==> run_1/pins.png <==
Pins as bars across the die edge, other pins in grey.
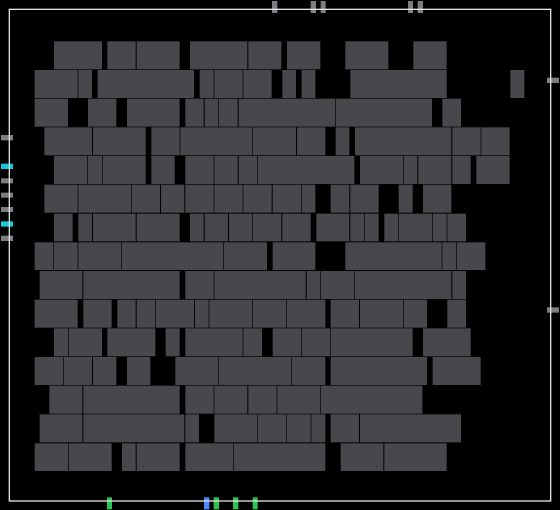
==> run_1/metal_stack.png <==
Only two layers are drawn.
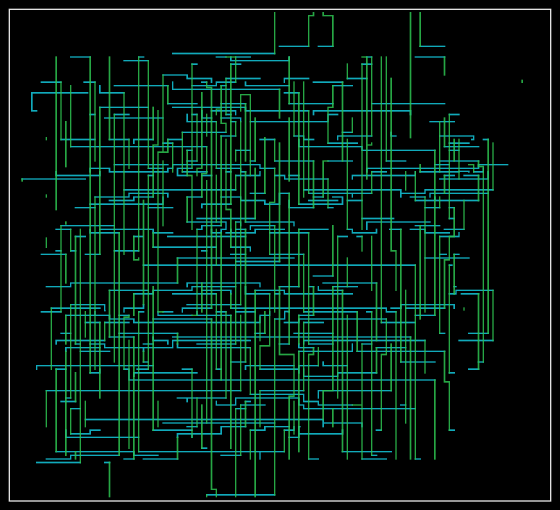
==> run_1/registers.png <==
Bar = 20 microns.
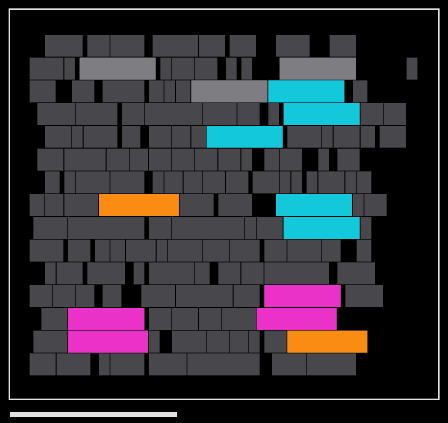
[src/rtl/puertas_if.sv]
// puertas_if -- link between the door control logic and the door actuator.
//
// Handshake: this is a level-based command link with no valid/ready pair.
// The control side holds `orden` (and the physical sensor drives `sensor`);
// the actuator samples both on every rising clock edge and reports the door
// state back on `puertas`, `motor`, `timeout`, `posicion` and `zumbador`,
// all of which change only right after a rising edge (or on reset).
//
// Signals:
//   orden     2  command: 00 none, 01 abrir, 10 cerrar, 11 treated as 00
//   sensor    1  obstruction between the doors
//   puertas   2  door state: 00 CERRADAS, 01 ABIERTAS, 10 ABRIENDO, 11 CERRANDO
//   motor     2  01 drive open, 10 drive close, 00 stop
//   timeout   1  dwell expired while ABIERTAS
//   posicion  W  travel position, 0 = closed, T_RECORRIDO = open
//   zumbador  1  forced-close buzzer
//
// Modports: master = control logic / door model side, slave = actuator.
interface puertas_if #(
  parameter int T_RECORRIDO = 8
);
  localparam int W = $clog2(T_RECORRIDO + 1);

  logic [1:0]   orden;
  logic         sensor;
  logic [1:0]   puertas;
  logic [1:0]   motor;
  logic         timeout;
  logic [W-1:0] posicion;
  logic         zumbador;

  modport master (
    output orden, sensor,
    input  puertas, motor, timeout, posicion, zumbador
  );

  modport slave (
    input  orden, sensor,
    output puertas, motor, timeout, posicion, zumbador
  );
endinterface

[src/rtl/actuador_puertas.sv]
// actuador_puertas -- door mechanism actuator, one per car.
//
// Consumes the open/close command from the door control logic, drives the
// door motor, tracks the travel position, times the open dwell and reverses
// the door when the obstruction sensor fires during closing.
//
// Ports:
//   clk                in   system clock, rising edge
//   rst_n              in   asynchronous active-low reset
//   bus_io             slave side of puertas_if (orden/sensor in,
//                      puertas/motor/timeout/posicion/zumbador out)
//   dbg_estado_o       out  FSM state (same encoding as puertas)
//   dbg_reaperturas_o  out  consecutive sensor-reversal counter
//
// Optional feature macro: FORZAR_CIERRE_EN
//   When defined, after MAX_REAPERTURAS sensor reversals the next cerrar is
//   accepted even with the sensor active, the close ignores the sensor and
//   the buzzer sounds until the door is fully closed. When undefined the
//   sensor always reverses and always blocks cerrar, and zumbador stays 0.
module actuador_puertas #(
  parameter int T_RECORRIDO     = 8,
  parameter int T_ESPERA        = 20,
  parameter int MAX_REAPERTURAS = 3,
  localparam int W  = $clog2(T_RECORRIDO + 1),
  localparam int RW = $clog2(MAX_REAPERTURAS + 1)
) (
  input  logic          clk,
  input  logic          rst_n,
  puertas_if.slave      bus_io,
  output logic [1:0]    dbg_estado_o,
  output logic [RW-1:0] dbg_reaperturas_o
);

  localparam int DW = $clog2(T_ESPERA + 1);

  localparam logic [W-1:0]  POS_MAX   = W'(T_RECORRIDO);
  localparam logic [DW-1:0] DWELL_MAX = DW'(T_ESPERA);
  localparam logic [RW-1:0] REV_MAX   = RW'(MAX_REAPERTURAS);

  // State encoding equals the puertas code, so puertas is the state itself.
  typedef enum logic [1:0] {
    CERRADAS = 2'b00,
    ABIERTAS = 2'b01,
    ABRIENDO = 2'b10,
    CERRANDO = 2'b11
  } estado_t;

  estado_t       estado_q, estado_d;
  logic [W-1:0]  pos_q, pos_d;
  logic [DW-1:0] dwell_q, dwell_d;
  logic [RW-1:0] rev_q, rev_d;
  logic          timeout_q, timeout_d;

  logic abrir, cerrar;
  logic forzado;
  logic sensor_rev;

  // 11 decodes to neither command.
  assign abrir  = (bus_io.orden == 2'b01);
  assign cerrar = (bus_io.orden == 2'b10);

`ifdef FORZAR_CIERRE_EN
  // Reversal budget exhausted: closing may no longer be stopped by the sensor.
  assign forzado = (rev_q == REV_MAX);
`else
  assign forzado = 1'b0;
`endif

  assign sensor_rev = bus_io.sensor && !forzado;

  // State register
  always_ff @(posedge clk or negedge rst_n) begin
    if (!rst_n) begin
      estado_q  <= CERRADAS;
      pos_q     <= '0;
      dwell_q   <= '0;
      rev_q     <= '0;
      timeout_q <= 1'b0;
    end else begin
      estado_q  <= estado_d;
      pos_q     <= pos_d;
      dwell_q   <= dwell_d;
      rev_q     <= rev_d;
      timeout_q <= timeout_d;
    end
  end

  // Next-state logic
  always_comb begin
    estado_d = estado_q;
    pos_d    = pos_q;
    dwell_d  = '0;          // dwell only runs inside ABIERTAS
    rev_d    = rev_q;

    case (estado_q)
      CERRADAS: begin
        if (abrir) estado_d = ABRIENDO;
      end

      ABRIENDO: begin
        // Opening always completes; cerrar and sensor are not looked at.
        pos_d = pos_q + W'(1);
        if (pos_q == POS_MAX - W'(1)) estado_d = ABIERTAS;
      end

      ABIERTAS: begin
        if (cerrar && (!bus_io.sensor || forzado)) begin
          estado_d = CERRANDO;
        end else if (bus_io.sensor || abrir) begin
          dwell_d = '0;
        end else if (dwell_q != DWELL_MAX) begin
          dwell_d = dwell_q + DW'(1);
        end else begin
          dwell_d = dwell_q;
        end
      end

      CERRANDO: begin
        if (abrir || sensor_rev) begin
          // Reverse from the current position; sensor+abrir together is
          // one reversal.
          estado_d = ABRIENDO;
          if (sensor_rev && (rev_q != REV_MAX)) rev_d = rev_q + RW'(1);
        end else begin
          pos_d = pos_q - W'(1);
          if (pos_q == W'(1)) begin
            estado_d = CERRADAS;
            rev_d    = '0;
          end
        end
      end

      default: estado_d = CERRADAS;
    endcase

    timeout_d = (estado_d == ABIERTAS) && (dwell_d == DWELL_MAX);
  end

  // Output logic: registered state only
  always_comb begin
    bus_io.puertas  = estado_q;
    bus_io.posicion = pos_q;
    bus_io.timeout  = timeout_q;
    bus_io.motor    = 2'b00;
    bus_io.zumbador = 1'b0;
    case (estado_q)
      ABRIENDO: bus_io.motor = 2'b01;
      CERRANDO: bus_io.motor = 2'b10;
      default:  bus_io.motor = 2'b00;
    endcase
    if (estado_q == CERRANDO) bus_io.zumbador = forzado;
    dbg_estado_o      = estado_q;
    dbg_reaperturas_o = rev_q;
  end

endmodule
[src/flat_wrapper.sv]
// flat-port wrapper written by rule: the top's interface ports become plain ports
module actuador_puertas_flat 
#(
  parameter int T_RECORRIDO     = 8,
  parameter int T_ESPERA        = 20,
  parameter int MAX_REAPERTURAS = 3,
  localparam int W  = $clog2(T_RECORRIDO + 1),
  localparam int RW = $clog2(MAX_REAPERTURAS + 1)
)
  (clk, rst_n, dbg_estado_o, dbg_reaperturas_o, bus_io_orden, bus_io_sensor, bus_io_puertas, bus_io_motor, bus_io_timeout, bus_io_posicion, bus_io_zumbador);
  puertas_if #(.T_RECORRIDO(T_RECORRIDO)) bus_io_i ();
  input  logic clk;
  input  logic rst_n;
  output logic [1:0] dbg_estado_o;
  output logic [RW-1:0] dbg_reaperturas_o;
  input wire logic [$bits(bus_io_i.orden)-1:0] bus_io_orden;
  input wire logic [$bits(bus_io_i.sensor)-1:0] bus_io_sensor;
  output wire logic [$bits(bus_io_i.puertas)-1:0] bus_io_puertas;
  output wire logic [$bits(bus_io_i.motor)-1:0] bus_io_motor;
  output wire logic [$bits(bus_io_i.timeout)-1:0] bus_io_timeout;
  output wire logic [$bits(bus_io_i.posicion)-1:0] bus_io_posicion;
  output wire logic [$bits(bus_io_i.zumbador)-1:0] bus_io_zumbador;
  assign bus_io_i.orden = bus_io_orden;
  assign bus_io_i.sensor = bus_io_sensor;
  assign bus_io_puertas = bus_io_i.puertas;
  assign bus_io_motor = bus_io_i.motor;
  assign bus_io_timeout = bus_io_i.timeout;
  assign bus_io_posicion = bus_io_i.posicion;
  assign bus_io_zumbador = bus_io_i.zumbador;
  actuador_puertas #(.T_RECORRIDO(T_RECORRIDO), .T_ESPERA(T_ESPERA), .MAX_REAPERTURAS(MAX_REAPERTURAS)) u_core (.clk(clk), .rst_n(rst_n), .bus_io(bus_io_i), .dbg_estado_o(dbg_estado_o), .dbg_reaperturas_o(dbg_reaperturas_o));
endmodule
[config.mk]
export PLATFORM = sky130hd
export DESIGN_NAME = actuador_puertas_flat
export DESIGN_NICKNAME = d
export VERILOG_FILES = /design/src/rtl/puertas_if.sv /design/src/rtl/actuador_puertas.sv /design/src/flat_wrapper.sv
export SDC_FILE = /design/constraint.sdc
export NUM_CORES = 1
export LEC_CHECK = 0
export CAP_MARGIN = 5
export CORE_ASPECT_RATIO = 0.9
export CORE_MARGIN = 2
export CORE_UTILIZATION = 44
export CTS_CLUSTER_DIAMETER = 150
export DETAILED_ROUTE_END_ITERATION = 6
export GPL_TIMING_DRIVEN = 1
export PLACE_DENSITY_LB_ADDON = 0.2
export SYNTH_ARGS = -nofsm -noshare
export SYNTH_HDL_FRONTEND = slang
export SYNTH_SLANG_ARGS = --single-unit
[constraint.sdc]
create_clock -name clk -period 1.3 [get_ports clk]
set_input_delay 0.26 -clock clk [delete_from_list [all_inputs] [get_ports clk]]
set_output_delay 0.26 -clock clk [all_outputs]
set_load 0.005 [all_outputs]
==> commit_impl_results.txt, run 1 <==
Refresh implementation metrics

- The flow ran to the end, but the final reports show violations.
- Violated checks: setup timing
* Setup TNS after final layout: -1920 ps
* Area enclosed by the die boundary: 2380 sq um
- Switching power of the nets: around 1100 uW
- For reference, the most critical setup path is categorized as flop to flop.
- Fraction of final layout cells with drive strength greater than 1: 48.0%
- Buffer count from post-CTS setup fixing: 16
- The post-placement cell area is roughly 1200 sq um.
- Global placer's final weighted congestion: a little under 0.8
- DRC: 0
- Setup-failing EPs final: 18
- In the power breakdown, the internal column shows ~1800 uW.
* Unrepaired setup endpoints after global routing: yes
* Switching part of the total power: 36.5%
* Post-synth area from yosys stat: 881 sq um
* Share of the cycle needed by the critical path after routing: 117%
- I/O pins: 19
* Setup ws final: -223 ps
- Layout Area Growth over Synthesis: 75.7%
* Fin. Hold Viols: 0
- During synthesis, Yosys emitted a total of 0 warnings.
- Clock-pin slew on the worst setup and hold paths: 90 ps
* Gate Count Post-Synth: a little under 100
Notes on pins.png above:
Key: cyan = bus_io_motor [pins 2, direction output, edge left]; blue = rst_n [pins 1, direction input, edge bottom]; green = bus_io_posicion [pins 4, direction output, edge bottom]
number of port buffers: 17
Die W: 51.2 microns

Notes on metal_stack.png above:
Key: green = met2 [wire length 1,550 microns]; cyan = met1 [wire length 1,190 microns]
routed wire length: 2.80 mm
detailed-route via count: 922
mean routed wirelength per cell: 15.8 microns
total global routing track utilization: 22.1%

Notes on registers.png above:
Key: orange = u_core.bus_io.puertas [sequential cells 2]; cyan = u_core.dwell_q [sequential cells 5]; magenta = u_core.bus_io.posicion [sequential cells 4]

## Run 2: what changed since run 1
ABC_AREA = 1   (was default)
CORE_UTILIZATION = 45   (was 44)
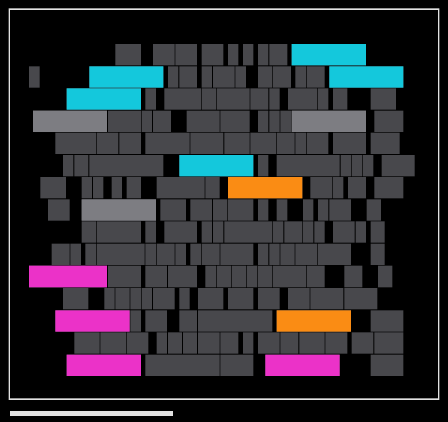
(run_2/registers.png)
Bar = 20 microns.
Key: cyan = u_core.dwell_q [sequential cells 5]; orange = u_core.bus_io.puertas [sequential cells 2]; magenta = u_core.bus_io.posicion [sequential cells 4, where bottom left]
Another 3 sequential cells are not coloured.
flip-flop and latch power: 670 uW
Sequential Area: 352 sq um
core utilization of the finished layout: 77.8%
share of cell area taken by flip-flops and latches: 23.2%

==> commit_impl_results.txt, run 2 <==
Refresh implementation metrics

- Registers are responsible for ~22% of the overall power.
- Switching power of the nets: 1230 uW
- Share of the cycle needed by the critical path after routing: 103%
- Mean routed wirelength per cell: between 10 and 15 microns
- The registers of the reported paths see a clock transition of 100 ps.
- Die W: 52.5 microns
- Across all layers, the routed design uses ~1,000 vias.
- Largest cells by area: sky130_fd_sc_hd__dfrtp_1, sky130_fd_sc_hd__nand2_1, sky130_fd_sc_hd__inv_1, sky130_fd_sc_hd__ha_1, sky130_fd_sc_hd__nand3_1
- Routed wire length: 2.57 mm
- Fill cell count: 127
- After synthesis, the design contains roughly 130 cells according to Yosys.
- The placement stage leaves a total instance area of about 1200 sq um.
- Setup-failing EPs final: 5
- Total nets after synthesis: between 100 and 150
* Unrepaired setup endpoints after global routing: yes
- The final max-slew violation count recorded for this run is 0.
- The global routing stage identified its most utilized layer as met2.
- Initial antenna violation count: 0
- The setup check on the worst reg-to-reg path leaves a slack of -40 ps.
- Switching part of the total power: 40.8%
- Total global routing track utilization: a little over a fifth
- Number of port buffers: 17
- After routing, the total negative slack on setup checks comes to -114 ps.
- Buffer count from post-CTS setup fixing: 16
- Number of buffers inserted by hold repair at cts: 0
- Layout Area Growth over Synthesis: 59.4%
- Gate Count Post-Synth: around 130
- Counting the warning lines in the Yosys log gives 0.
* Outcome: finished with violations
- DP Worst Slack: -283 ps
* Setup ws final: -43.2 ps
- The power report lists cell-internal power as between 1500 and 2000 uW.
- I/O pins: 19
* Post-Synth AOI/OAI Area: roughly 5.9%
* Overall power: about 3000 uW
- Measured in cells, the most critical reg-to-reg path has a length of 9.
- Setup Crit Path Kind: flop to flop
* Highest layer used for signal routing: met4
* DRC: 0
- For this configuration, the core starts out at a cell density of 48.8%.
- After synthesis, the chip area reported by Yosys is ~950 sq um.
- The final hold violation count recorded for this run is 0.
- Cells with a size suffix above 1 make up 46.5% of the layout.
* Dominant comb cell: simple AND/OR/NAND/NOR gates
- Comb. pwr: ~2000 uW
* Non-clock inverter count in the final layout: 24
* Global placer's final weighted congestion: ~0.8
- The report lists the number of standard-cell rows as 15.
* Violated checks: setup timing
- In this run the full chip footprint comes out at around 2500 sq um.
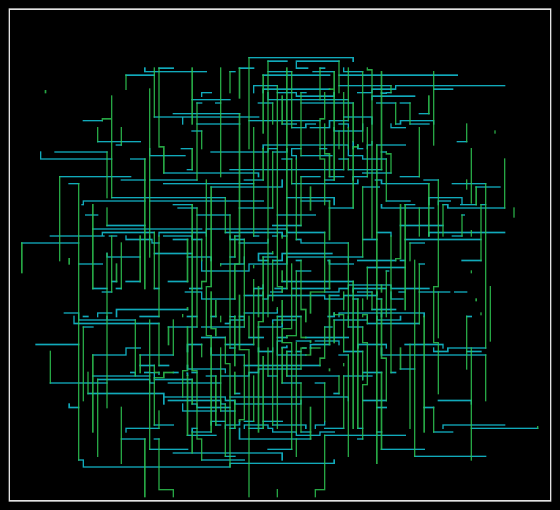
(run_2/metal_stack.png)
Only two layers are drawn.
Key: green = met2 [wire length 1,250 microns]; cyan = met1 [wire length 1,050 microns]

## Run 3: what changed since run 2
CTS_CLUSTER_SIZE = 8   (was default)
SLEW_MARGIN = 20   (was default)
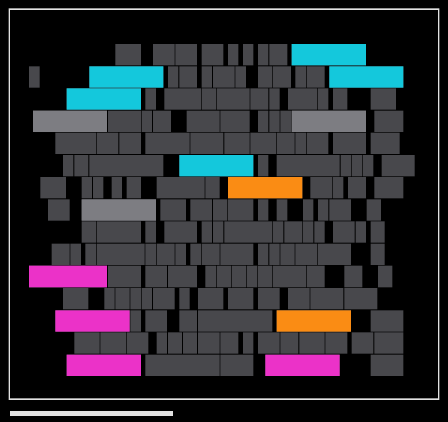
(run_3/registers.png)
Bar = 20 microns.
Key: cyan = u_core.dwell_q [sequential cells 5]; orange = u_core.bus_io.puertas [sequential cells 2]; magenta = u_core.bus_io.posicion [sequential cells 4, where bottom left]
Another 3 sequential cells are not coloured.

==> commit_impl_results.txt, run 3 <==
Refresh implementation metrics

- After layout, the worst path uses 103% of the clock period.
- Overall power: 3010 uW
- Post-synth area from yosys stat: around 950 sq um
- Site Rows: 15
- The synthesized instance count is roughly 130.
- Setup repair after global routing could not meet its margin everywhere.
- Setup Crit Path Kind: flop to flop
- Fill cell count: approximately 130
* Total nets after synthesis: roughly 140
- Die W: around 52 microns
* Final slew viol count: 0
* Internal cell power: approximately 1800 uW
- Clock-pin slew on the worst setup and hold paths: roughly 100 ps
- Core utilization of the finished layout: between 70% and 80%
* R2R cell count: 9
- Layout Area Growth over Synthesis: 59.4%
- The run finished, with violations left.
- Global routing used a little over a fifth of the available tracks.
- After Yosys synthesis, AND-OR and OR-AND compound gates account for under 10% of the synthesized area.
* Switching part of the total power: between 40% and 50%
* Setup TNS after final layout: -114 ps
- Logged for this run, the post-placement worst setup slack is -283 ps.
- Setup ws final: -43.2 ps
- Sequential cells burn 22.3% of the power.
- Fraction of final layout cells with drive strength greater than 1: between 40 and 50%
* Setup-failing EPs final: 5
- The wire length recorded after detailed routing is ~2.6 mm.
- Register-to-register setup slack: -40 ps
- Comb. pwr: 2000 uW
- Registers take approximately 350 sq um.
* Global placer's final weighted congestion: approximately 0.81
- Number of port buffers: 17
- Detailed placement reports a standard cell area of approximately 1200 sq um.
- Ranked by total cell area, the synthesized netlist is headed by sky130_fd_sc_hd__dfrtp_1, sky130_fd_sc_hd__nand2_1, sky130_fd_sc_hd__inv_1, sky130_fd_sc_hd__ha_1, sky130_fd_sc_hd__nand3_1.
* Detailed-route via count: 977
* Area enclosed by the die boundary: approximately 2500 sq um
- The script extracted a net switching power of about 1200 uW.
- Share of cell area taken by flip-flops and latches: 23.2%
- Buffer count from post-CTS setup fixing: 16
* Violated checks: setup timing
- The non-clock inverters instantiated in the layout total 24.
- Dominant comb cell: simple AND/OR/NAND/NOR gates
- Warnings reported by Yosys during synthesis add up to 0.
- Per the detail_route report, DRC violations left total 0.
- The number of antenna violations at the first check in global routing is 0.
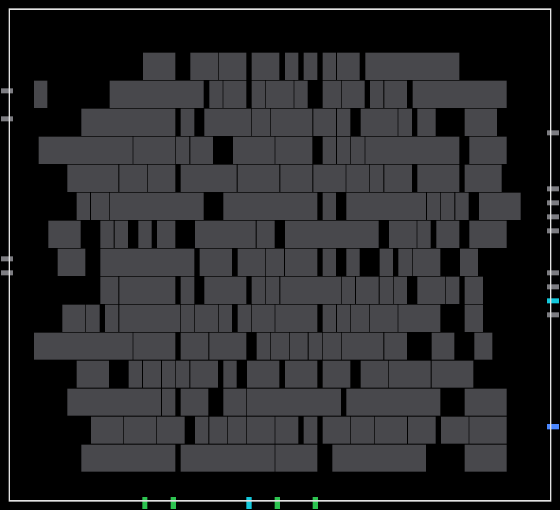
(run_3/pins.png)
Pins as bars across the die edge, other pins in grey.
Key: blue = rst_n [pins 1, direction input, edge right]; green = bus_io_posicion [pins 4, direction output, edge bottom]; cyan = bus_io_motor [pins 2, direction output, edge 1 right, 1 bottom]
All pins by edge: 10 right, 5 bottom, 4 left.


==> gallery <==
Gate-type map.
Bar = 20 microns.
picture 1
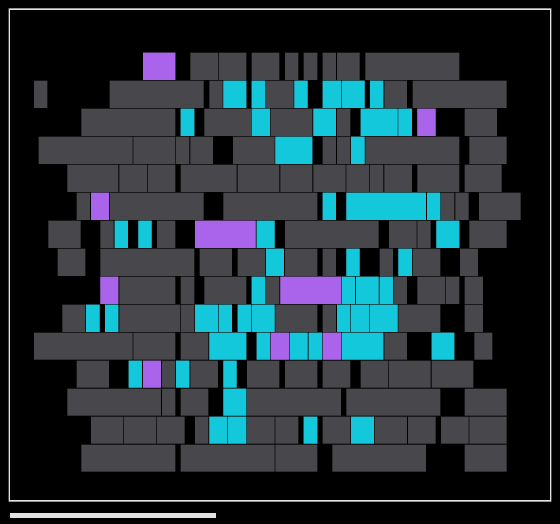
picture 2
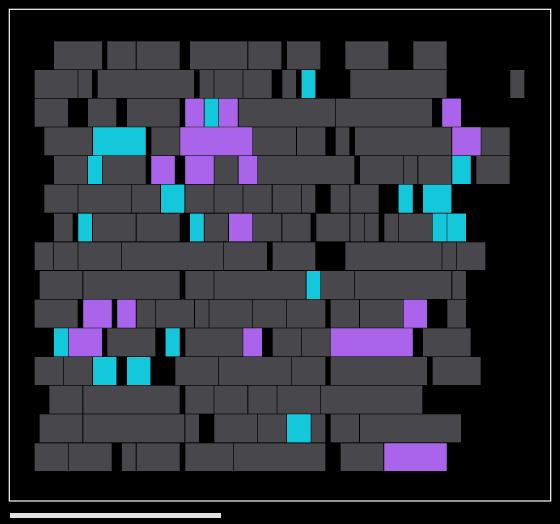
| from | picture |
|---|---|
| run 1 | picture 2 |
| run 2 | picture 1 |

Key to picture 2:
Key: cyan = NAND gates [cells 18]; purple = inverting AOI/OAI gates [cells 16]

Power is estimated from default activity; no workload was simulated.
